==> run_1/class_map.png <==
Bar = 10 um.
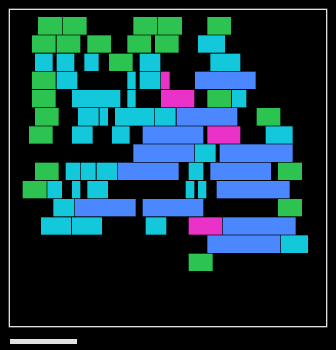
==> run_1/congestion_map.png <==
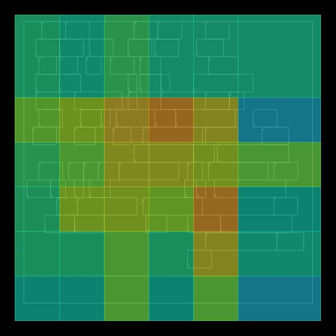
==> run_1/gates.png <==
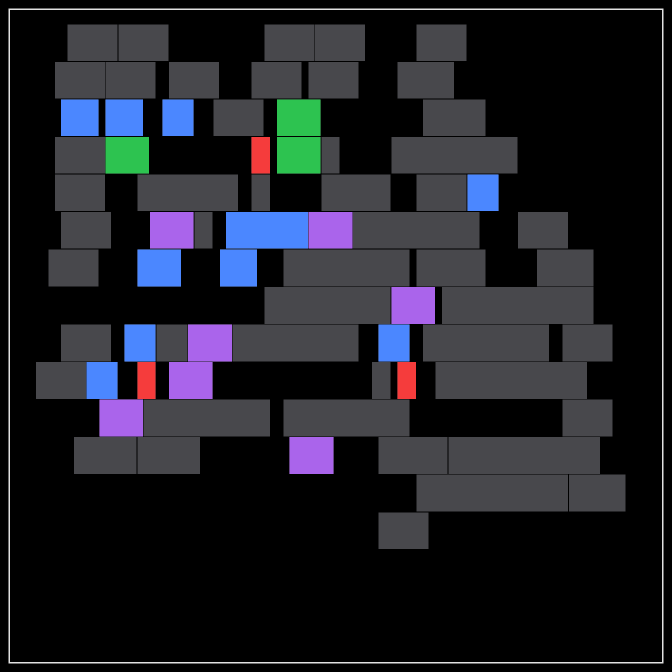
### config.mk
export PLATFORM = sky130hd
export DESIGN_NAME = mpc_sram_ctrl_flat
export DESIGN_NICKNAME = d
export VERILOG_FILES = /design/src/rtl/mpc_sram_ctrl_if.sv /design/src/rtl/mpc_sram_ctrl.sv /design/src/flat_wrapper.sv
export SDC_FILE = /design/constraint.sdc
export NUM_CORES = 1
export LEC_CHECK = 0
export CAP_MARGIN = 15
export CELL_PAD_IN_SITES_DETAIL_PLACEMENT = 0
export CELL_PAD_IN_SITES_GLOBAL_PLACEMENT = 2
export CORE_UTILIZATION = 30
export CTS_BUF_LIST = sky130_fd_sc_hd__clkbuf_8
export DETAILED_ROUTE_END_ITERATION = 16
export PLACE_DENSITY = 0.95
export SYNTH_ARGS = -nofsm -noshare
export SYNTH_HDL_FRONTEND = slang
export SYNTH_SLANG_ARGS = --single-unit
### constraint.sdc
create_clock -name clk -period 6.4 [get_ports clk]
set_clock_uncertainty 0.05 [all_clocks]
set_input_delay 1.28 -clock clk [delete_from_list [all_inputs] [get_ports clk]]
set_output_delay 1.28 -clock clk [all_outputs]
set_load 0.005 [all_outputs]
### src/rtl/mpc_sram_ctrl_if.sv
// Client-side channels of mpc_sram_ctrl: request (valid/ready) and read response (valid/ready).
// Handshake: a beat transfers on a clock edge where valid & ready are both 1. The sender holds
// valid and payload stable until that edge. ready may depend combinationally on the other side.
interface mpc_sram_ctrl_if #(
  parameter int ADDR_SIZE = 2,
  parameter int DATA_SIZE = 2
) ();
  logic                 req_valid;
  logic                 req_ready;
  logic                 req_we;
  logic [ADDR_SIZE-1:0] req_addr;
  logic [DATA_SIZE-1:0] req_wdata;
  logic                 rsp_valid;
  logic                 rsp_ready;
  logic [DATA_SIZE-1:0] rsp_rdata;

  modport master (
    output req_valid, req_we, req_addr, req_wdata, rsp_ready,
    input  req_ready, rsp_valid, rsp_rdata
  );

  modport slave (
    input  req_valid, req_we, req_addr, req_wdata, rsp_ready,
    output req_ready, rsp_valid, rsp_rdata
  );
endinterface

### src/rtl/mpc_sram_ctrl.sv
// Initiator-side controller for a 1RW SRAM: post-reset init sweep, request channel with
// credit-based flow control, and an in-order read-response FIFO that absorbs client backpressure.
module mpc_sram_ctrl #(
  parameter int                  ADDR_SIZE  = 2,
  parameter int                  DATA_SIZE  = 2,
  parameter int                  DEPTH      = 2**ADDR_SIZE,
  parameter bit                  INIT_EN    = 1'b1,
  parameter logic [DATA_SIZE-1:0] INIT_VALUE = '0,
  parameter int                  RSP_DEPTH  = 2
) (
  input  logic                 clk,
  input  logic                 rst,
  mpc_sram_ctrl_if.slave       bus,
  output logic                 init_done,
  output logic                 sram_cs,
  output logic                 sram_we,
  output logic [ADDR_SIZE-1:0] sram_addr,
  output logic [DATA_SIZE-1:0] sram_wdata,
  input  logic [DATA_SIZE-1:0] sram_rdata,
  output logic                 dbg_state
);

  localparam int PTR_W = (RSP_DEPTH > 1) ? $clog2(RSP_DEPTH) : 1;
  localparam int CNT_W = $clog2(RSP_DEPTH + 1);

  typedef enum logic {
    ST_INIT = 1'b0,
    ST_RUN  = 1'b1
  } state_t;

  localparam state_t ST_RESET = INIT_EN ? ST_INIT : ST_RUN;

  state_t               state_q, state_d;
  logic [ADDR_SIZE-1:0] init_cnt_q;
  logic                 init_done_q;
  logic                 inflight_q;
  logic [DATA_SIZE-1:0] buf_q [RSP_DEPTH];
  logic [PTR_W-1:0]     wr_ptr_q, rd_ptr_q;
  logic [CNT_W-1:0]     count_q;

  logic                 init_last;
  logic                 accept;
  logic                 push;
  logic                 pop;
  logic [CNT_W:0]       occupancy;

  function automatic logic [PTR_W-1:0] ptr_inc(input logic [PTR_W-1:0] p);
    return (p == PTR_W'(RSP_DEPTH - 1)) ? '0 : p + PTR_W'(1);
  endfunction

  assign init_last = (init_cnt_q == ADDR_SIZE'(DEPTH - 1));
  assign accept    = bus.req_valid & bus.req_ready;
  assign push      = inflight_q;
  assign pop       = bus.rsp_valid & bus.rsp_ready;

  // Slots already committed after this cycle: buffered + in flight, minus the one leaving now.
  // This makes req_ready combinationally dependent on rsp_ready, by design.
  assign occupancy     = {1'b0, count_q} + (CNT_W+1)'(inflight_q) - (CNT_W+1)'(pop);
  assign bus.req_ready = init_done_q & (occupancy < (CNT_W+1)'(RSP_DEPTH));
  assign bus.rsp_valid = (count_q != '0);
  assign bus.rsp_rdata = buf_q[rd_ptr_q];
  assign init_done     = init_done_q;
  assign dbg_state     = state_q;

  // State register
  always_ff @(posedge clk or posedge rst) begin
    if (rst) state_q <= ST_RESET;
    else     state_q <= state_d;
  end

  // Next-state logic; RUN is terminal until reset
  always_comb begin
    state_d = state_q;
    if (state_q == ST_INIT && init_last) state_d = ST_RUN;
  end

  // Output logic: the SRAM pins are forced idle while reset is held
  always_comb begin
    sram_cs    = 1'b0;
    sram_we    = 1'b0;
    sram_addr  = '0;
    sram_wdata = '0;
    if (!rst) begin
      case (state_q)
        ST_INIT: begin
          sram_cs    = 1'b1;
          sram_we    = 1'b1;
          sram_addr  = init_cnt_q;
          sram_wdata = INIT_VALUE;
        end
        default: begin
          sram_cs = accept;
          if (accept) begin
            sram_we    = bus.req_we;
            sram_addr  = bus.req_addr;
            sram_wdata = bus.req_wdata;
          end
        end
      endcase
    end
  end

  always_ff @(posedge clk or posedge rst) begin
    if (rst) begin
      init_cnt_q  <= '0;
      init_done_q <= 1'b0;
      inflight_q  <= 1'b0;
    end else begin
      if (state_q == ST_INIT) init_cnt_q <= init_cnt_q + ADDR_SIZE'(1);
      init_done_q <= (state_d == ST_RUN);
      inflight_q  <= accept & ~bus.req_we;
    end
  end

  // Response storage carries no reset; validity comes from count_q
  always_ff @(posedge clk) begin
    if (push) buf_q[wr_ptr_q] <= sram_rdata;
  end

  always_ff @(posedge clk or posedge rst) begin
    if (rst) begin
      wr_ptr_q <= '0;
      rd_ptr_q <= '0;
      count_q  <= '0;
    end else begin
      if (push) wr_ptr_q <= ptr_inc(wr_ptr_q);
      if (pop)  rd_ptr_q <= ptr_inc(rd_ptr_q);
      case ({push, pop})
        2'b10:   count_q <= count_q + CNT_W'(1);
        2'b01:   count_q <= count_q - CNT_W'(1);
        default: count_q <= count_q;
      endcase
    end
  end

  a_no_overflow: assert property (@(posedge clk) disable iff (rst)
    !(push && !pop && count_q == CNT_W'(RSP_DEPTH)));

endmodule

### src/flat_wrapper.sv
// flat-port wrapper written by rule: the top's interface ports become plain ports
module mpc_sram_ctrl_flat 
#(
  parameter int                  ADDR_SIZE  = 2,
  parameter int                  DATA_SIZE  = 2,
  parameter int                  DEPTH      = 2**ADDR_SIZE,
  parameter bit                  INIT_EN    = 1'b1,
  parameter logic [DATA_SIZE-1:0] INIT_VALUE = '0,
  parameter int                  RSP_DEPTH  = 2
)
  (clk, rst, init_done, sram_cs, sram_we, sram_addr, sram_wdata, sram_rdata, dbg_state, bus_req_valid, bus_req_we, bus_req_addr, bus_req_wdata, bus_rsp_ready, bus_req_ready, bus_rsp_valid, bus_rsp_rdata);
  mpc_sram_ctrl_if #(.ADDR_SIZE(ADDR_SIZE), .DATA_SIZE(DATA_SIZE)) bus_i ();
  input  logic clk;
  input  logic rst;
  output logic init_done;
  output logic sram_cs;
  output logic sram_we;
  output logic [ADDR_SIZE-1:0] sram_addr;
  output logic [DATA_SIZE-1:0] sram_wdata;
  input  logic [DATA_SIZE-1:0] sram_rdata;
  output logic dbg_state;
  input wire logic [$bits(bus_i.req_valid)-1:0] bus_req_valid;
  input wire logic [$bits(bus_i.req_we)-1:0] bus_req_we;
  input wire logic [$bits(bus_i.req_addr)-1:0] bus_req_addr;
  input wire logic [$bits(bus_i.req_wdata)-1:0] bus_req_wdata;
  input wire logic [$bits(bus_i.rsp_ready)-1:0] bus_rsp_ready;
  output wire logic [$bits(bus_i.req_ready)-1:0] bus_req_ready;
  output wire logic [$bits(bus_i.rsp_valid)-1:0] bus_rsp_valid;
  output wire logic [$bits(bus_i.rsp_rdata)-1:0] bus_rsp_rdata;
  assign bus_i.req_valid = bus_req_valid;
  assign bus_i.req_we = bus_req_we;
  assign bus_i.req_addr = bus_req_addr;
  assign bus_i.req_wdata = bus_req_wdata;
  assign bus_i.rsp_ready = bus_rsp_ready;
  assign bus_req_ready = bus_i.req_ready;
  assign bus_rsp_valid = bus_i.rsp_valid;
  assign bus_rsp_rdata = bus_i.rsp_rdata;
  mpc_sram_ctrl #(.ADDR_SIZE(ADDR_SIZE), .DATA_SIZE(DATA_SIZE), .DEPTH(DEPTH), .INIT_EN(INIT_EN), .INIT_VALUE(INIT_VALUE), .RSP_DEPTH(RSP_DEPTH)) u_core (.clk(clk), .rst(rst), .bus(bus_i), .init_done(init_done), .sram_cs(sram_cs), .sram_we(sram_we), .sram_addr(sram_addr), .sram_wdata(sram_wdata), .sram_rdata(sram_rdata), .dbg_state(dbg_state));
endmodule
==> Flow_metrics.wiki, run 1 <==
== Implementation results ==
{| class="wikitable"
! Metric !! Value
|-
| Ys flop type || sky130_fd_sc_hd__dfrtp_1
|-
| Critical path's largest stage delay || 500 ps
|-
| Number of clock sinks seen by CTS || 12
|-
| Via count of the first global-routing pass || 349
|-
| Buffering stage count on the worst path with inverters included || 2
|-
| Remaining max-slew budget at the tightest pin || 80.2%
|-
| Fin area || 906 um^2
|-
| Horizontal die dimension || 47.3 um
|-
| Hold Path Stages || 1
|-
| Placement row count || 16
|-
| Core Util at FP || 31.6%
|-
| Async set-reset flop share out of synthesis || 66.7%
|-
| RSZ-0062 raised after global routing || false
|-
| Startpoint-to-endpoint class of the critical path || in2out
|-
| Most common cell after layout, fill and taps aside || sky130_fd_sc_hd__clkdlybuf4s50_1
|-
| Final period demand of the worst path || 5230 ps
|-
| Max-cap violations || 0
|-
| Fillcell total || 201
|-
| Post CTS Setup Buffer Count || 0
|-
| Pins Over Slew Limit || 0
|-
| Post-route clock period utilization || 81.8%
|-
| Kind of cell adding the most delay to the critical path || buffers and inverters
|-
| Latest clock arrival within the worst-skew pair || 230 ps
|-
| Net count entering floorplan || 62
|-
| Clock buffer depth || 2
|-
| Global placer's final weighted congestion || 0.608
|-
| Yosys warning count || 0
|-
| Most frequent cell on the critical path || sky130_fd_sc_hd__clkdlybuf4s50_1
|-
| Top Ports || 23
|-
| Post-detailed-placement cell area || 861 um^2
|-
| Total Neg Setup Slack || 0 ps
|-
| FF-to-FF path depth || 8
|-
| Count of nets after finishing || 88
|-
| Number of warning messages in the logs || 27
|-
| Die Footprint || 0.00223 mm^2
|-
| Initial antenna violation count || 0
|-
| Antenna diode instance count || 0
|-
| Area growth from synthesis to layout || 47.5%
|-
| Total length of routed wires || 1030 um
|-
| Crit path max fanout || 6
|-
| Post-layout utilization of the core || 46.6%
|-
| Hold-fix buffer count after cts || 0
|-
| Count of endpoints failing setup in the final report || 0
|-
| Cell area after technology mapping || 614 um^2
|-
| Top Layout Cells || sky130_fd_sc_hd__clkdlybuf4s50_1 (22), sky130_fd_sc_hd__dfrtp_1 (8), sky130_fd_sc_hd__xnor2_1 (4), sky130_fd_sc_hd__edfxtp_1 (4)
|-
| Fraction of final layout cells with drive strength greater than 1 || 16.7%
|-
| Largest net degree at the start of global routing || 9
|-
| Post-DRT Antenna Nets || 0
|-
| Slew at the pin closest to its max-slew limit || 297 ps
|-
| Area inside the core boundary || 0.00194 mm^2
|-
| Seq/Total Area, Yosys || 52.1%
|-
| Count of flip-flops with a built-in enable after synthesis || 4
|-
| First-pass GRT wire length || 1520 um
|-
| Storage cell area || 320 um^2
|-
| Area of the multi-input gates || 279 um^2
|-
| Number of buffers added by the clock tree synthesis step || 3
|-
| Number of different library cells in the post-synthesis netlist || 21
|-
| Worst voltage drop across the vdd grid || 0.199 mV
|-
| Run status || completed
|-
| Residual DRC || 0
|-
| Vert. Die Dim || 47.3 um
|-
| Series of cell instances along the critical path || clkdlybuf4s50_1 -> and2_1 -> ha_1 -> nand2b_1 -> fa_1 -> nand2_1 -> and4bb_4 -> a22o_1 -> clkdlybuf4s50_1
|-
| Total overflow reported by the global router || 0
|-
| Crit end category || primary output
|-
| Via density || 4.04
|-
| Half-perimeter wire length after placement || 828 um
|}
Notes on class_map.png above:
Key: registers = blue [cells 12]; remaining buffers and delay cells = green [cells 22]; clock drivers and dummy loads = magenta [cells 4]; remaining logic cells = cyan [cells 34]

Notes on congestion_map.png above:
grt met3 use: 6.15%
average wire length per cell after detail routing: 10.4 um
met1 layer usage reported by global route: 15.0%

Notes on gates.png above:
Key: xor and xnor cells = purple [cells 7, most used xnor2_1]; and/or cells = blue [cells 10]; nor cells = red [cells 3, most used nor2_1]; non-inverting ao/oa cells = green [cells 3, most used a22o_1]

## run 1: layout make-up
type | instances | share of cell area (%)
sequential | 12 | 35.4
multi-input combinational | 32 | 30.8
timing repair buffer | 22 | 24.3
clock buffer | 3 | 4.56
tap | 27 | 3.73
inverter | 2 | 0.829
clock inverter | 1 | 0.414
## run 1: per-stage QoR
stage	std cells	worst slack, ps	hold slack (ps)
after global placement	95	1200	418
after floorplan	47	2140	402
after CTS	99	1160	437
after detailed placement	95	1160	429
final	99	1170	439
after global routing	99	1050	477
## run 1: worst paths after layout
path	start	to	slack [ps]
setup / recovery	bus_rsp_ready	sram_addr[0]	1170
hold / removal	u_core.inflight_q	u_core.wr_ptr_q	440
setup reg to reg	u_core.count_q[1]	u_core.inflight_q	3910
hold reg to reg	u_core.inflight_q	u_core.wr_ptr_q	440
max in group asynchronous	rst	u_core.init_cnt_q[1]	4780
min in group asynchronous	rst	u_core.count_q[0]	1290
## run 1: kinds of logic (layout without fill, tap and decap cells)
| family | Yosys count | count (layout) | synth area share, % |
|---|---|---|---|
| and+or+nand+nor | 15 | 15 | 16.3 |
| muxes | 3 | 3 | 5.50 |
| adders and majority gates | 4 | 4 | 9.37 |
| DFF | 12 | 12 | 52.1 |
| buffers and inverters | 3 | 28 | 2.44 |
| AOI/OAI and AO/OA | 3 | 3 | 4.28 |
| xor gates and xnor gates | 7 | 7 | 9.98 |
## run 1: synth_stat cells, types with 2 or more instances
library cell / count / area (um^2)
sky130_fd_sc_hd__ha_1: 3 / 37.5
sky130_fd_sc_hd__nor2_1: 3 / 11.3
sky130_fd_sc_hd__a22o_1: 2 / 17.5
sky130_fd_sc_hd__and2_1: 2 / 12.5
sky130_fd_sc_hd__edfxtp_1: 4 / 120
sky130_fd_sc_hd__xor2_1: 3 / 26.3
sky130_fd_sc_hd__and2_2: 2 / 15.0
sky130_fd_sc_hd__mux2_2: 3 / 33.8
sky130_fd_sc_hd__inv_1: 2 / 7.51
sky130_fd_sc_hd__xnor2_1: 4 / 35.0
sky130_fd_sc_hd__dfrtp_1: 8 / 200
sky130_fd_sc_hd__or2_1: 2 / 12.5
## run 1: power by group
part	switching, W	total, W	internal (W)	leakage, nW
logic	0.0000583	0.000164	0.000105	0.222
registers	0.0000192	0.000120	0.000100	0.133
clock network	0.0000246	0.0000666	0.0000420	0.0231
total	0.000102	0.000350	0.000248	0.378
## run 1: routing by layer
metal / vias up / part of all wire, %
met4: 0 / 0
met5: - / 0
met2: 10 / 45
li1: 209 / -
met3: 0 / 7.1
met1: 181 / 48
## run 1: flip-flops by register name (all words and copies together), names as in the netlist
signal and flops:
u_core.buf_q 4, u_core.count_q 2, u_core.dbg_state 1, u_core.inflight_q 1, u_core.init_cnt_q 2, u_core.rd_ptr_q 1, u_core.wr_ptr_q 1
==> inputs of run 2 (changes only) <==
--- a/config.mk
+++ b/config.mk
@@ -8,10 +8,10 @@
 export CAP_MARGIN = 15
 export CELL_PAD_IN_SITES_DETAIL_PLACEMENT = 0
 export CELL_PAD_IN_SITES_GLOBAL_PLACEMENT = 2
-export CORE_UTILIZATION = 30
+export CORE_UTILIZATION = 25
 export CTS_BUF_LIST = sky130_fd_sc_hd__clkbuf_8
 export DETAILED_ROUTE_END_ITERATION = 16
-export PLACE_DENSITY = 0.95
+export PLACE_DENSITY = 0.85
 export SYNTH_ARGS = -nofsm -noshare
 export SYNTH_HDL_FRONTEND = slang
 export SYNTH_SLANG_ARGS = --single-unit
==> constraint.sdc (replaced) <==
create_clock -name clk -period 4.65 [get_ports clk]
set_clock_uncertainty 0.05 [all_clocks]
set_input_delay 0.93 -clock clk [delete_from_list [all_inputs] [get_ports clk]]
set_output_delay 0.93 -clock clk [all_outputs]
set_load 0.005 [all_outputs]
==> run_2/class_map.png <==
Bar = 20 um.
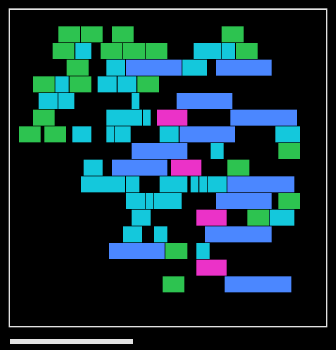
Key: remaining logic cells = cyan [cells 34]; clock drivers and dummy loads = magenta [cells 4]; registers = blue [cells 12]; remaining buffers and delay cells = green [cells 22]

==> run_2/congestion_map.png <==
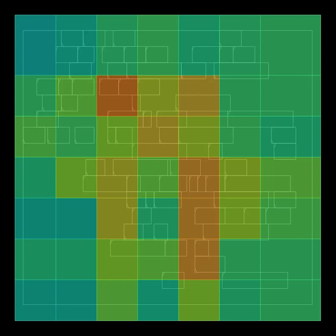
overall global routing resource usage: 10.2%
post-layout utilization of the core: 40.7%
met1 layer usage reported by global route: 12.1%
average wire length per cell after detail routing: 10.8 um
highest-utilization routing layer at the global route stage: met2

==> run 2 against run 1 <==
Compared with the run above: area after synthesis is the same; routed wire length grew 4.9%; worst hold slack got worse by 5.0 ps; sequential power is 37% higher; final area up 1.2%; via count rose by 3.3%; non-clock buffer count did not move; largest cell class unchanged; highest routed layer is now met4.
==> Flow_metrics.wiki, run 2 <==
== Implementation results ==
{| class="wikitable"
! Metric !! Value
|-
| Run status || completed
|-
| Required arrival time at the worst endpoint || 3670 ps
|-
| Hold Crit Endpoint || u_core.wr_ptr_q
|-
| Half-perimeter wire length after placement || 893 um (+7.9%)
|-
| Library cell with the largest summed area after synthesis || sky130_fd_sc_hd__dfrtp_1
|-
| Number of buffers added by the clock tree synthesis step || 3 (unchanged)
|-
| Resize count post-CTS || 0
|-
| Seq/Total Area, Yosys || 52.1% (unchanged)
|-
| RSZ-0062 raised after global routing || false
|-
| Number of warning messages in the logs || 27 (unchanged)
|-
| Startpoint of the tightest hold check path || u_core.inflight_q
|-
| Initial antenna violation count || 0 (unchanged)
|-
| Vert. Die Dim || 51.6 um (+9.1%)
|-
| Buffering stage count on the worst path with inverters included || 2 (unchanged)
|-
| Critical path's largest stage delay || 500 ps (about the same)
|-
| Series of cell instances along the critical path || clkdlybuf4s50_1 -> and2_1 -> ha_1 -> nand2b_1 -> fa_1 -> nand2_1 -> and4bb_4 -> a22o_1 -> clkdlybuf4s50_1
|-
| Most common cell after layout, fill and taps aside || sky130_fd_sc_hd__clkdlybuf4s50_1
|-
| Antenna diode instance count || 0 (unchanged)
|-
| Top Layout Cells || sky130_fd_sc_hd__clkdlybuf4s50_1 (22), sky130_fd_sc_hd__dfrtp_1 (8), sky130_fd_sc_hd__xnor2_1 (4), sky130_fd_sc_hd__clkbuf_8 (4), sky130_fd_sc_hd__edfxtp_1 (4)
|-
| FF-to-FF path depth || 8 (unchanged)
|-
| Leading cell types by total area after synthesis || sky130_fd_sc_hd__dfrtp_1 (33%), sky130_fd_sc_hd__edfxtp_1 (20%), sky130_fd_sc_hd__ha_1 (6.1%)
|-
| Pins Over Slew Limit || 0 (unchanged)
|-
| Hold-fix buffer count after cts || 0 (unchanged)
|-
| Reg2Reg Capture Point || u_core.inflight_q
|-
| Via density || 4.13 (+2.2%)
|-
| Most numerous cell in the Yosys netlist || sky130_fd_sc_hd__dfrtp_1
|-
| Count of endpoints failing setup in the final report || 0 (unchanged)
|-
| Largest net degree at the start of global routing || 9 (unchanged)
|-
| Final period demand of the worst path || 4520 ps
|-
| Post CTS Setup Buffer Count || 0 (unchanged)
|-
| Flip-flop count of the largest register after layout || 4 (unchanged)
|-
| Library cell contributing the largest single delay on the critical path || sky130_fd_sc_hd__fa_1
|-
| Area share of the largest cell type after synthesis || 32.6% (unchanged)
|-
| Register with the highest flop count || u_core.buf_q
|-
| Slew at the pin closest to its max-slew limit || 313 ps (+16.3 ps)
|-
| Post-detailed-placement cell area || 862 um^2 (+0.15%)
|-
| Hold Path Stages || 1 (unchanged)
|-
| First-pass GRT wire length || 1920 um (+26%)
|-
| Total Neg Setup Slack || 0 ps (unchanged)
|-
| Average footprint of a synthesized cell || 13.1 um^2
|-
| Yosys warning count || 0 (unchanged)
|-
| Largest registers || u_core.buf_q (4), u_core.count_q (2), u_core.init_cnt_q (2)
|-
| Total length of routed wires || 1080 um (+4.9%)
|-
| Core Util at FP || 27.2% (-4.4 points)
|-
| PD cells || 543 mW/mm^2
|-
| Async set-reset flop share out of synthesis || 66.7% (unchanged)
|-
| Top Ports || 23 (unchanged)
|-
| Count of nets after finishing || 88 (unchanged)
|-
| Total overflow reported by the global router || 0 (unchanged)
|-
| Cell area after technology mapping || 614 um^2 (unchanged)
|-
| Fin area || 917 um^2 (+1.2%)
|-
| Most numerous cell types in the synthesized netlist || sky130_fd_sc_hd__dfrtp_1 (8), sky130_fd_sc_hd__edfxtp_1 (4), sky130_fd_sc_hd__xnor2_1 (4)
|-
| Kind of cell adding the most delay to the critical path || buffers and inverters
|-
| Register bit total from synthesis || 12
|-
| Startpoint-to-endpoint class of the critical path || in2out
|-
| Count of mapped cells out of synthesis || 47
|-
| Flop-to-flop setup slack || 2160 ps (-1750 ps)
|-
| R2r startpoint || u_core.count_q[1]
|-
| Post-DRT Antenna Nets || 0 (unchanged)
|-
| Count of flip-flops with a built-in enable after synthesis || 4 (unchanged)
|-
| Most frequent cell on the critical path || sky130_fd_sc_hd__clkdlybuf4s50_1
|-
| Ys flop type || sky130_fd_sc_hd__dfrtp_1
|-
| Initial DRC Count || 4
|-
| Remaining max-slew budget at the tightest pin || 79.1% (-1.1 points)
|-
| Worst voltage drop across the vdd grid || 0.304 mV (+53%)
|-
| Clock transition at path regs || 50 ps
|-
| Fraction of final layout cells with drive strength greater than 1 || 18.1% (+1.4 points)
|-
| Global placer's final weighted congestion || 0.691 (+14%)
|-
| Number of different library cells in the post-synthesis netlist || 21 (unchanged)
|-
| First drt pass iteration count || 2
|-
| Clock buffer depth || 2 (unchanged)
|-
| Met2 track demand over resource || 15.6%
|-
| Crit end category || primary output
|-
| Area growth from synthesis to layout || 49.3%
|-
| Max-cap violations || 0 (unchanged)
|-
| Net count entering floorplan || 62 (unchanged)
|-
| Crit path max fanout || 6 (unchanged)
|-
| Residual DRC || 0 (unchanged)
|-
| Horizontal die dimension || 51.6 um (+9.1%)
|-
| Die Footprint || 0.00266 mm^2 (+19%)
|-
| Placement row count || 17 (+1)
|-
| Area inside the core boundary || 0.00225 mm^2 (+16%)
|-
| Number of clock sinks seen by CTS || 12 (unchanged)
|-
| Hold Vio Cnt, Final || 0
|-
| Grt met3 use || 2.34% (-3.8 points)
|-
| Classification of the worst-slack hold path || reg2reg
|-
| Via count of the first global-routing pass || 436 (+25%)
|-
| Post-route clock period utilization || 97.1%
|-
| Latest clock arrival within the worst-skew pair || 240 ps (about the same)
|-
| Clock root cell || sky130_fd_sc_hd__clkbuf_8
|}
==> run_2/clock_wires.png <==
Bar = 20 um.
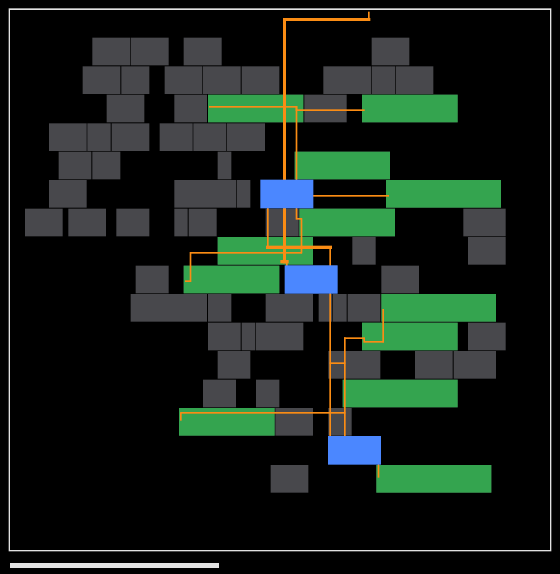
Key: flip-flops = green [count 12]; clock-net drivers = blue [count 3]; clock wires = orange [length 158 um]
There are 4 routed clock nets.

-- run 2: logic make-up (layout without fill, tap and decap cells) --
group,after synthesis,in the layout,synth area share [%]
multiplexers,3,3,5.50
adder cells (fa/ha/maj),4,4,9.37
buffers and inverters,3,28,2.44
XOR/XNOR,7,7,9.98
flip-flops,12,12,52.1
AND-OR/OR-AND,3,3,4.28
AND/OR/NAND/NOR,15,15,16.3
-- run 2: metal layers --
| metal | vias to the layer above | routed length (um) |
|---|---|---|
| li1 | 207 | - |
| met1 | 192 | 457 |
| met2 | 12 | 543 |
| met3 | 2 | 59 |
| met4 | 0 | 23 |
| met5 | - | 0 |
-- run 2: layout make-up --
cell class	count	area, um^2
repair buffers	22	220
fillers	226	1340
clock buffers	4	55.1
well taps	28	35.0
flip-flops and latches	12	320
inverters	2	7.51
multi-input cells	32	279
-- run 2: stage by stage --
stage,hold slack [ps],setup slack (ps),cells
CTS,436,112,100
detailed placement,429,107,96
global route,466,22.5,100
finish,434,135,100
global placement,418,117,96
floorplan,402,1090,47
-- run 2: worst max path at each step --
| stage | startpoint | endpoint | depth (start not counted) |
|---|---|---|---|
| 2_1_floorplan | bus_rsp_ready | sram_addr[0] | 7 |
| 3_3_place_gp | bus_rsp_ready | sram_addr[0] | 9 |
| 3_5_place_dp | bus_rsp_ready | sram_addr[1] | 9 |
| 4_1_cts | bus_rsp_ready | sram_addr[1] | 9 |
| 5_1_grt | bus_rsp_ready | sram_addr[1] | 9 |
| 6_report | bus_rsp_ready | sram_addr[1] | 9 |
-- run 2: worst register-to-register path, stage by stage, from the launching register on --
cell	delay (ps)
sky130_fd_sc_hd__dfrtp_1	440
sky130_fd_sc_hd__or2_1	270
sky130_fd_sc_hd__and2_1	200
sky130_fd_sc_hd__ha_1	340
sky130_fd_sc_hd__nand2b_1	170
sky130_fd_sc_hd__fa_1	380
sky130_fd_sc_hd__xnor2_1	150
sky130_fd_sc_hd__and3_2	230
sky130_fd_sc_hd__and3b_1	160
-- run 2: power by group --
part / internal, W / total (W) / switching [W]
Clock: 0.0000746 / 0.000111 / 0.0000362
Combinational: 0.000145 / 0.000223 / 0.0000786
Sequential: 0.000138 / 0.000164 / 0.0000264
Total: 0.000357 / 0.000498 / 0.000141
Power is estimated from default activity; no workload was simulated.
